==> config.mk <==
export PLATFORM = sky130hd
export DESIGN_NAME = flag_stack
export DESIGN_NICKNAME = d
export VERILOG_FILES = /design/src/rtl/flag_pkg.sv /design/src/rtl/flag_lifo.sv /design/src/rtl/flag_stack.sv
export SDC_FILE = /design/constraint.sdc
export NUM_CORES = 1
export LEC_CHECK = 0
export ABC_CLOCK_PERIOD_IN_PS = 1800
export CAP_MARGIN = 0
export CORE_UTILIZATION = 54
export DETAILED_ROUTE_END_ITERATION = 8
export DONT_BUFFER_PORTS = 1
export PLACE_DENSITY_LB_ADDON = 0.3
export SLEW_MARGIN = 20
export SYNTH_ARGS = -nofsm -noshare
export SYNTH_HDL_FRONTEND = slang
export SYNTH_SLANG_ARGS = --single-unit
==> constraint.sdc <==
create_clock -name clk -period 1.8 [get_ports clk]
set_clock_uncertainty 0.1 [all_clocks]
set_input_delay 0.36 -clock clk [delete_from_list [all_inputs] [get_ports clk]]
set_output_delay 0.36 -clock clk [all_outputs]
set_load 0.01 [all_outputs]
==> run_1/met1.png <==
Scale: 10 px per um. Supply wires on this layer in gray.
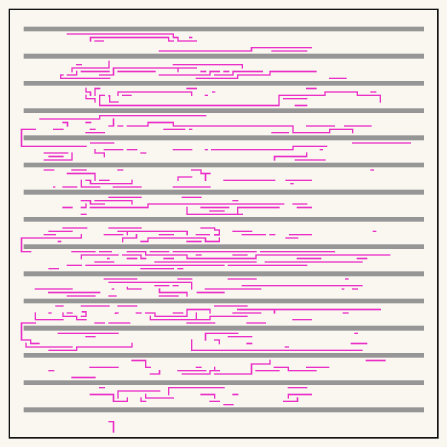
wire length on this layer = 759 um
nets with wire on the layer = 102
longest straight run = 17.9 um
global-route track usage on met1: 29.0%
total number of vias: 672
WL final: 1800 um

==> run_1/metal_stack.png <==
Scale: 10 px per um. Only two layers are drawn.
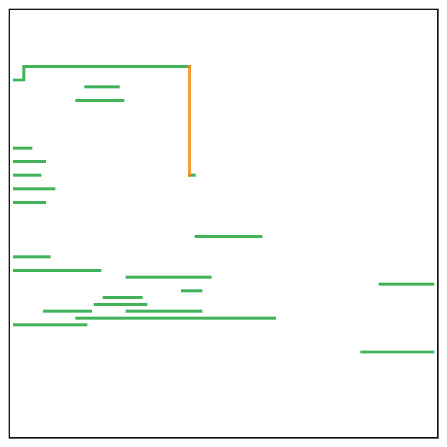
met4 -> orange  # wire length 10.9 um
met3 -> green  # wire length 129 um
Total Routing Usage GR: 21.4%
final routed wire length divided by cell count: 16.3 um

==> run_1/clock_map.png <==
Scale: 10 px per um.
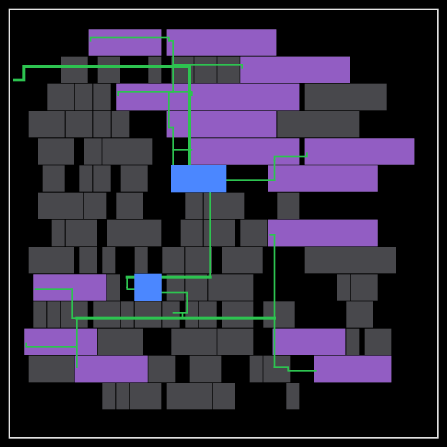
cells driving clock nets -> blue  # count 3
clock wires -> green  # length 175 um
flip-flops -> purple  # count 15
routed clock nets = 4
Clk. pwr: 0.191 mW
worst-skew pair later-pin latency: 0.28 ns
clock group share of total power: 21.4%

==> impl_metrics.env <==
# source this file to load flow results
export IMPL_run_status="complete, no violations"
export IMPL_detailedRoute_firstIterationViolations=14
export IMPL_worst_hold_path_type="input pin to flip-flop"
export IMPL_seq_power_mw=0.418
export IMPL_power_share_sequential_pct=46.9
export IMPL_design_seq_count=15
export IMPL_postPlaceCellArea_um2=965
export IMPL_clkCellAreaFrac_pct=2.72
export IMPL_num_nonclk_inverters=8
export IMPL_gr_total_overflow=0
export IMPL_synthTopLogicFamily="simple AND/OR/NAND/NOR gates"
export IMPL_comb_cell_share_pct=48.7
export IMPL_synth_mux_area_fraction_pct=12.6
export IMPL_yosysChipArea_um2=895
export IMPL_dieWidth_um=42.7
export IMPL_unrepaired_setup_endpoints_after_global_routing="no"
export IMPL_cellLeakagePower_nw=0.398
export IMPL_register_area_um2=382
export IMPL_power_share_combinational_pct=31.7
export IMPL_synthArstFlopShare_pct=0
export IMPL_timing_max_slew_rel_slack_pct=77.3
export IMPL_placementRows=14
export IMPL_setup_slack_ns=0.114
export IMPL_ff_to_ff_path_depth=6
export IMPL_synth_cellmix_compoundShare_pct=12.9
export IMPL_grt_first_pass_wirelength_um=2860
export IMPL_area_dominant_class="multi-input combinational cells"
export IMPL_drv_max_cap_violation_count=0
export IMPL_layout_filler_cell_count=119
export IMPL_numPlacedInstances=105
export IMPL_clock_buffer_count=3
export IMPL_well_tap_count=16
export IMPL_synth_main_ff_cell="sky130_fd_sc_hd__edfxtp_1"
export IMPL_postSynthAreaPerCell_um2=10.7
export IMPL_tool_warnings=32
export IMPL_cellPowerDensity_nw_per_um2=880
export IMPL_yosys_cells=84
export IMPL_most_common_layout_cells="sky130_fd_sc_hd__buf_4, sky130_fd_sc_hd__edfxtp_1, sky130_fd_sc_hd__inv_1"
export IMPL_synth_adder_area_share_pct=9.79
export IMPL_comb_power_mw=0.282
export IMPL_post_route_drc_count=0
export IMPL_clk_root_buffer_cell="sky130_fd_sc_hd__clkbuf_4"
export IMPL_seq_area_share_pct=37.7
export IMPL_timing_hold_violations_final=0
export IMPL_place_ws_ns=-0.0447
export IMPL_cp_end_kind="flip-flop"
export IMPL_cts_made_buffers=3
export IMPL_area_growth_synth_to_final_pct=13.1
export IMPL_largest_register_ff_count=8
export IMPL_num_multi_input_gates=59
export IMPL_synthDominantCellAreaShare_pct=26.9
export IMPL_clock_tree_buffer_depth=2
export IMPL_antenna_found_initial=0
export IMPL_cts_max_level=1
export IMPL_min_delay_path_depth=3
export IMPL_first_global_vias=641
export IMPL_path_clk_slew_ns=0.09
export IMPL_timing_critical_path_from_type="flip-flop"
export IMPL_nets=111
export IMPL_synth_edff_count=8
export IMPL_switching_share_pct=31.7
export IMPL_cell_type_with_the_highest_aggregate_area_in_the_netlist="sky130_fd_sc_hd__edfxtp_1"
export IMPL_instances_no_fill=110
export IMPL_nNonClkBuffers=8
export IMPL_vdd_ir_drop_worst_mv=0.594
export IMPL_die_h_um=42.7
export IMPL_timing_final_setup_violations=0
export IMPL_synth_cellmix_simpleShare_pct=14.1
export IMPL_data_arrival_at_the_endpoint_of_the_critical_path_ns=1.58
export IMPL_cts_tree="yes"
export IMPL_first_pass_drt_iterations=4
export IMPL_floorplan_io_pins=18
export IMPL_drtAntennaViolNets=0
export IMPL_timing_worst_slew_pin_value_ns=0.336
export IMPL_netlist_top_cells_count="sky130_fd_sc_hd__edfxtp_1, sky130_fd_sc_hd__nor2_1, sky130_fd_sc_hd__dfxtp_1, sky130_fd_sc_hd__ha_1, sky130_fd_sc_hd__inv_1"
export IMPL_place_port_buffers=0
export IMPL_totalPowerFinal_mw=0.891
export IMPL_post_synthesis_cell_area_um2=895
export IMPL_vias_per_cell=6.11
export IMPL_signal_buffer_area_fraction_pct=5.93
export IMPL_stdcell_area_um2=1010
export IMPL_fin_tns_setup_ns=0
export IMPL_netSwitchingPower_mw=0.282
export IMPL_timing_reg2reg_setup_slack_ns=0.11
export IMPL_layout_drive_gt1_share_pct=26.6
export IMPL_timing_max_transition_violations_final=0
export IMPL_yosys_cell_types_count=31
export IMPL_worst_setup_path_type="flip-flop to flip-flop"
export IMPL_finalCoreUtilization_pct=66.4
export IMPL_finalHoldWorstSlack_ns=0.211
export IMPL_timing_fmax_mhz=593
export IMPL_layout_min_cycle_time_ns=1.69
export IMPL_fp_nets=100
export IMPL_synth_warnings=0
export IMPL_die_area_um2=1820
export IMPL_core_area_um2=1520
export IMPL_period_used_pct=93.7
export IMPL_timing_critical_path_fanout_max=5
export IMPL_worstPathRequired_ns=1.69
export IMPL_fp_util_pct=58.7
export IMPL_insertedDiodeCount=0
export IMPL_synthesis_instances=84
export IMPL_largest_net_degree_at_the_start_of_global_routing=10
export IMPL_gpl_final_weighted_congestion=0.748
export IMPL_clock_sinks=15
export IMPL_top_power_group="registers"
export IMPL_seq_area_frac_synth_pct=42.5
export IMPL_p_int_mw=0.609
export IMPL_ys_flops=15
export IMPL_synth_xor_area_share_pct=2.94
export IMPL_post_synth_main_area_contributors="sky130_fd_sc_hd__edfxtp_1, sky130_fd_sc_hd__dfxtp_1, sky130_fd_sc_hd__ha_1"
export IMPL_detailed_place_hpwl_um=1330
export IMPL_logic_area_um2=493
## run 1: routing by layer
layer	vias up	GRT usage, %	routed length (um)
met5	-	0	0
met2	33	34.8	898
met3	2	4.26	129
met4	0	5.63	10
met1	311	29.0	759
li1	326	-	-
## run 1: critical path, stage by stage, from the launching register on
cell                       delay, ns
sky130_fd_sc_hd__dfxtp_1        0.32
sky130_fd_sc_hd__inv_1          0.11
sky130_fd_sc_hd__ha_4           0.19
sky130_fd_sc_hd__nand2b_1       0.13
sky130_fd_sc_hd__nand4b_1       0.12
sky130_fd_sc_hd__mux2_2         0.30
sky130_fd_sc_hd__nor2_2         0.12
## run 1: what timing repair did
item                       CTS  global route
buffers inserted             0             1
resized                      0             3
hold buffers                 0             0
setup endpoints to repair    0             4
Power is estimated from default activity; no workload was simulated.
